File: src/rtl/counter_pkg.sv
// Shared constants and helpers for the prescaled counter family.
// Mode and direction encodings match the SATURATE parameter and the dir input.
package counter_pkg;

    localparam int MODE_WRAP     = 0;
    localparam int MODE_SATURATE = 1;

    localparam logic DIR_UP   = 1'b1;
    localparam logic DIR_DOWN = 1'b0;

    // The prescaler register is max(1, clog2(prescale)) bits wide.
    function automatic int prescale_width(input int prescale);
        return (prescale > 2) ? $clog2(prescale) : 1;
    endfunction

endpackage

File: src/rtl/tick_prescaler.sv
// Divides enabled cycles by PRESCALE and emits a one-cycle tick on the last one.
// clr restarts the phase so a load begins a fresh prescale period.
module tick_prescaler
    import counter_pkg::*;
#(
    parameter int PRESCALE = 1
) (
    input  logic clk,
    input  logic rst,
    input  logic en,
    input  logic clr,
    output logic tick
);

    localparam int PW = prescale_width(PRESCALE);
    localparam logic [PW-1:0] LAST = PW'(PRESCALE - 1);
    localparam logic [PW-1:0] ONE  = PW'(1);

    logic [PW-1:0] pcount;

    generate
        if (PRESCALE < 1) begin : g_bad_prescale
            $error("tick_prescaler: PRESCALE must be >= 1");
        end
    endgenerate

    assign tick = en && (pcount == LAST);

    // NOTE: sequential state uses non-blocking assignments so every register
    // samples the pre-edge values, independent of statement order.
    always_ff @(posedge clk) begin
        if (rst) begin
            pcount <= '0;
        end else if (clr) begin
            pcount <= '0;
        end else if (en) begin
            if (pcount == LAST) begin
                pcount <= '0;
            end else begin
                pcount <= pcount + ONE;
            end
        end
    end

endmodule

File: src/rtl/prescaled_counter.sv
// Parametrised up/down counter with prescaler, parallel load and wrap/saturate mode.
// outCounter and tc are registered; at_limit follows the count and dir directly.
module prescaled_counter
    import counter_pkg::*;
#(
    parameter int WIDTH       = 8,
    parameter int MAX_VALUE   = 2**WIDTH - 1,
    parameter int PRESCALE    = 1,
    parameter int SATURATE    = 0,
    parameter int RESET_VALUE = 0
) (
    input  logic             clk,
    input  logic             rst,
    input  logic             en,
    input  logic             dir,
    input  logic             load,
    input  logic [WIDTH-1:0] load_value,
    output logic [WIDTH-1:0] outCounter,
    output logic             tc,
    output logic             at_limit
);

    localparam logic [WIDTH-1:0] MAX_V   = WIDTH'(MAX_VALUE);
    localparam logic [WIDTH-1:0] RESET_V = WIDTH'(RESET_VALUE);
    localparam logic [WIDTH-1:0] ONE     = WIDTH'(1);

    generate
        if (WIDTH < 2) begin : g_bad_width
            $error("prescaled_counter: WIDTH must be >= 2");
        end
        if (MAX_VALUE < 1 || longint'(MAX_VALUE) >= (longint'(1) << WIDTH)) begin : g_bad_max
            $error("prescaled_counter: MAX_VALUE must be in 1 .. 2**WIDTH-1");
        end
        if (PRESCALE < 1) begin : g_bad_prescale
            $error("prescaled_counter: PRESCALE must be >= 1");
        end
        if (SATURATE != MODE_WRAP && SATURATE != MODE_SATURATE) begin : g_bad_mode
            $error("prescaled_counter: SATURATE must be 0 or 1");
        end
        if (RESET_VALUE < 0 || RESET_VALUE > MAX_VALUE) begin : g_bad_reset
            $error("prescaled_counter: RESET_VALUE must be in 0 .. MAX_VALUE");
        end
    endgenerate

    logic             tick;
    logic [WIDTH-1:0] load_clamped;
    logic [WIDTH-1:0] step_count;
    logic             step_tc;

    tick_prescaler #(
        .PRESCALE(PRESCALE)
    ) u_prescaler (
        .clk (clk),
        .rst (rst),
        .en  (en),
        .clr (load),
        .tick(tick)
    );

    assign load_clamped = (load_value > MAX_V) ? MAX_V : load_value;

    // Wrap is explicit against MAX_V so non-power-of-two moduli work.
    // NOTE: every combinational output gets a default first, so no path can
    // leave it unassigned and infer a latch.
    always_comb begin
        step_count = outCounter;
        step_tc    = 1'b0;
        if (dir == DIR_UP) begin
            if (outCounter == MAX_V) begin
                if (SATURATE == MODE_WRAP) begin
                    step_count = '0;
                    step_tc    = 1'b1;
                end
            end else begin
                step_count = outCounter + ONE;
                step_tc    = (SATURATE == MODE_SATURATE) && (outCounter == MAX_V - ONE);
            end
        end else begin
            if (outCounter == '0) begin
                if (SATURATE == MODE_WRAP) begin
                    step_count = MAX_V;
                    step_tc    = 1'b1;
                end
            end else begin
                step_count = outCounter - ONE;
                step_tc    = (SATURATE == MODE_SATURATE) && (outCounter == ONE);
            end
        end
    end

    always_ff @(posedge clk) begin
        if (rst) begin
            outCounter <= RESET_V;
            tc         <= 1'b0;
        end else if (load) begin
            outCounter <= load_clamped;
            tc         <= 1'b0;
        end else if (tick) begin
            outCounter <= step_count;
            tc         <= step_tc;
        end else begin
            tc         <= 1'b0;
        end
    end

    assign at_limit = (dir == DIR_DOWN) ? (outCounter == '0) : (outCounter == MAX_V);

endmodule

File: config.mk
export PLATFORM = sky130hd
export DESIGN_NAME = prescaled_counter
export DESIGN_NICKNAME = d
export VERILOG_FILES = /design/src/rtl/counter_pkg.sv /design/src/rtl/tick_prescaler.sv /design/src/rtl/prescaled_counter.sv
export SDC_FILE = /design/constraint.sdc
export NUM_CORES = 1
export LEC_CHECK = 0
export ABC_AREA = 1
export CORE_MARGIN = 8
export CORE_UTILIZATION = 53
export CTS_BUF_LIST = sky130_fd_sc_hd__clkbuf_4 sky130_fd_sc_hd__clkbuf_8
export DETAILED_ROUTE_END_ITERATION = 8
export GPL_ROUTABILITY_DRIVEN = 0
export GPL_TIMING_DRIVEN = 0
export PLACE_DENSITY = 0.93
export RECOVER_POWER = 100
export SKIP_LAST_GASP = 1
export SYNTH_ARGS = -nofsm -noshare
export SYNTH_HDL_FRONTEND = slang
export SYNTH_SLANG_ARGS = --single-unit
File: constraint.sdc
create_clock -name clk -period 2.3 [get_ports clk]
set_clock_uncertainty 0.2 [all_clocks]
set_input_delay 0.46 -clock clk [delete_from_list [all_inputs] [get_ports clk]]
set_output_delay 0.46 -clock clk [all_outputs]
set_load 0.05 [all_outputs]
final_clocks.png
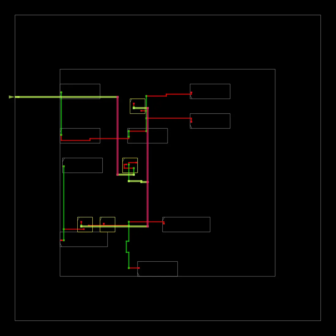
Clock Latency Late Sink: 0.28 ns
CTS sink count: 9
clock buffers: 4
Clk power: 0.000147 W

cell_classes.png
Scale bar: 20 um.
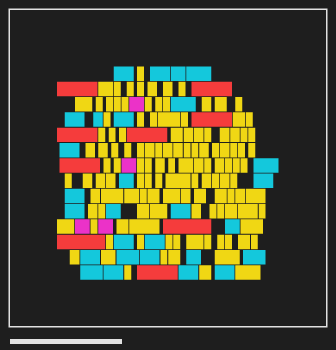
- magenta: clock drivers and dummy loads (cells 4)
- yellow: all other logic (cells 125)
- cyan: other buffers and delay cells (cells 28)
- red: flip-flops (cells 9)
Util after Layout: 0.769
post-route cell area: 1160 um2
Seq/total area: 0.162
row count: 14

clock_map.png
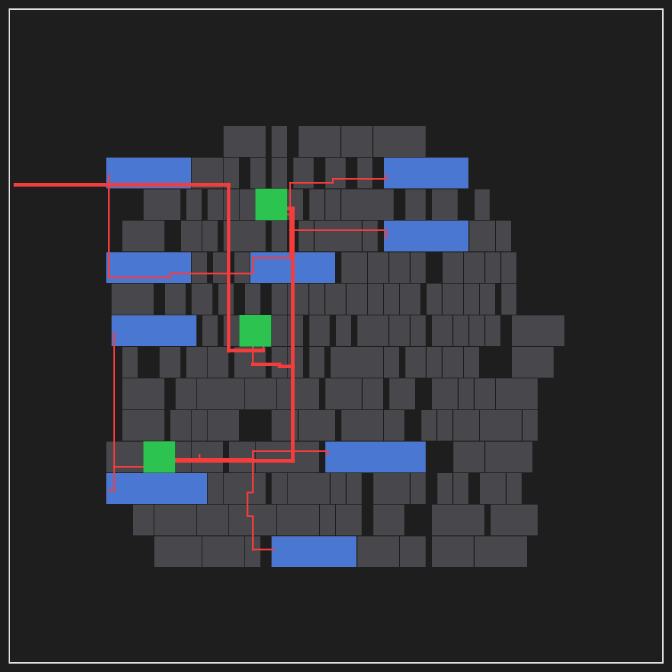
- red: clock wires (length 181 um)
- blue: flip-flops (count 9)
- green: cells driving clock nets (count 3)
- routed clock nets: 4
share of total power in the clock network: 0.245

==> CHANGELOG.md <==
### Metrics

* Met1 GRT Util at 0.175
* Diode count at 0
* Worst hold stages at 3
* Clk buf depth at 2
* Total wire length at 2.73 mm
* Final Setup Violations at 1
* Setup slack after layout at -0.00358 ns
* Resized cells post-CTS at 8
* Failing checks: negative setup slack
* Reg with most FFs: outCounter
* Initial antenna violation count at 0
* Logic power comb at approximately 0.00026 W
* Wire per inst at around 15 um
* Setup crit end kind: primary output
* Top pwr grp: combinational cells
* CP max stage cell: dfxtp_4
* Dpl cells at around 180
* Yosys reg bits at 9
* Post-CTS Setup Inserts at 0
* Main logic family after synthesis: simple AND/OR/NAND/NOR gates
* Run status: finished, violations left
* Logic area at 577 um2
Yosys cell counts, types with 2 or more instances:
| master | n | share of area |
|---|---|---|
| ha_1 | 3 | 0.044 |
| a22oi_1 | 2 | 0.018 |
| inv_2 | 4 | 0.018 |
| nor2_1 | 16 | 0.070 |
| nor3_1 | 2 | 0.012 |
| o21ai_0 | 5 | 0.029 |
| inv_1 | 14 | 0.061 |
| nand2_1 | 35 | 0.15 |
| nor2_4 | 2 | 0.026 |
| buf_4 | 2 | 0.018 |
| nand3_1 | 10 | 0.058 |
| nand2_2 | 2 | 0.015 |
| dfxtp_1 | 9 | 0.21 |
| a21oi_1 | 8 | 0.047 |
| buf_6 | 2 | 0.026 |
| o21ai_1 | 3 | 0.018 |
| nor2_2 | 5 | 0.036 |
| o211ai_1 | 2 | 0.018 |
Power is estimated from default activity; no workload was simulated.
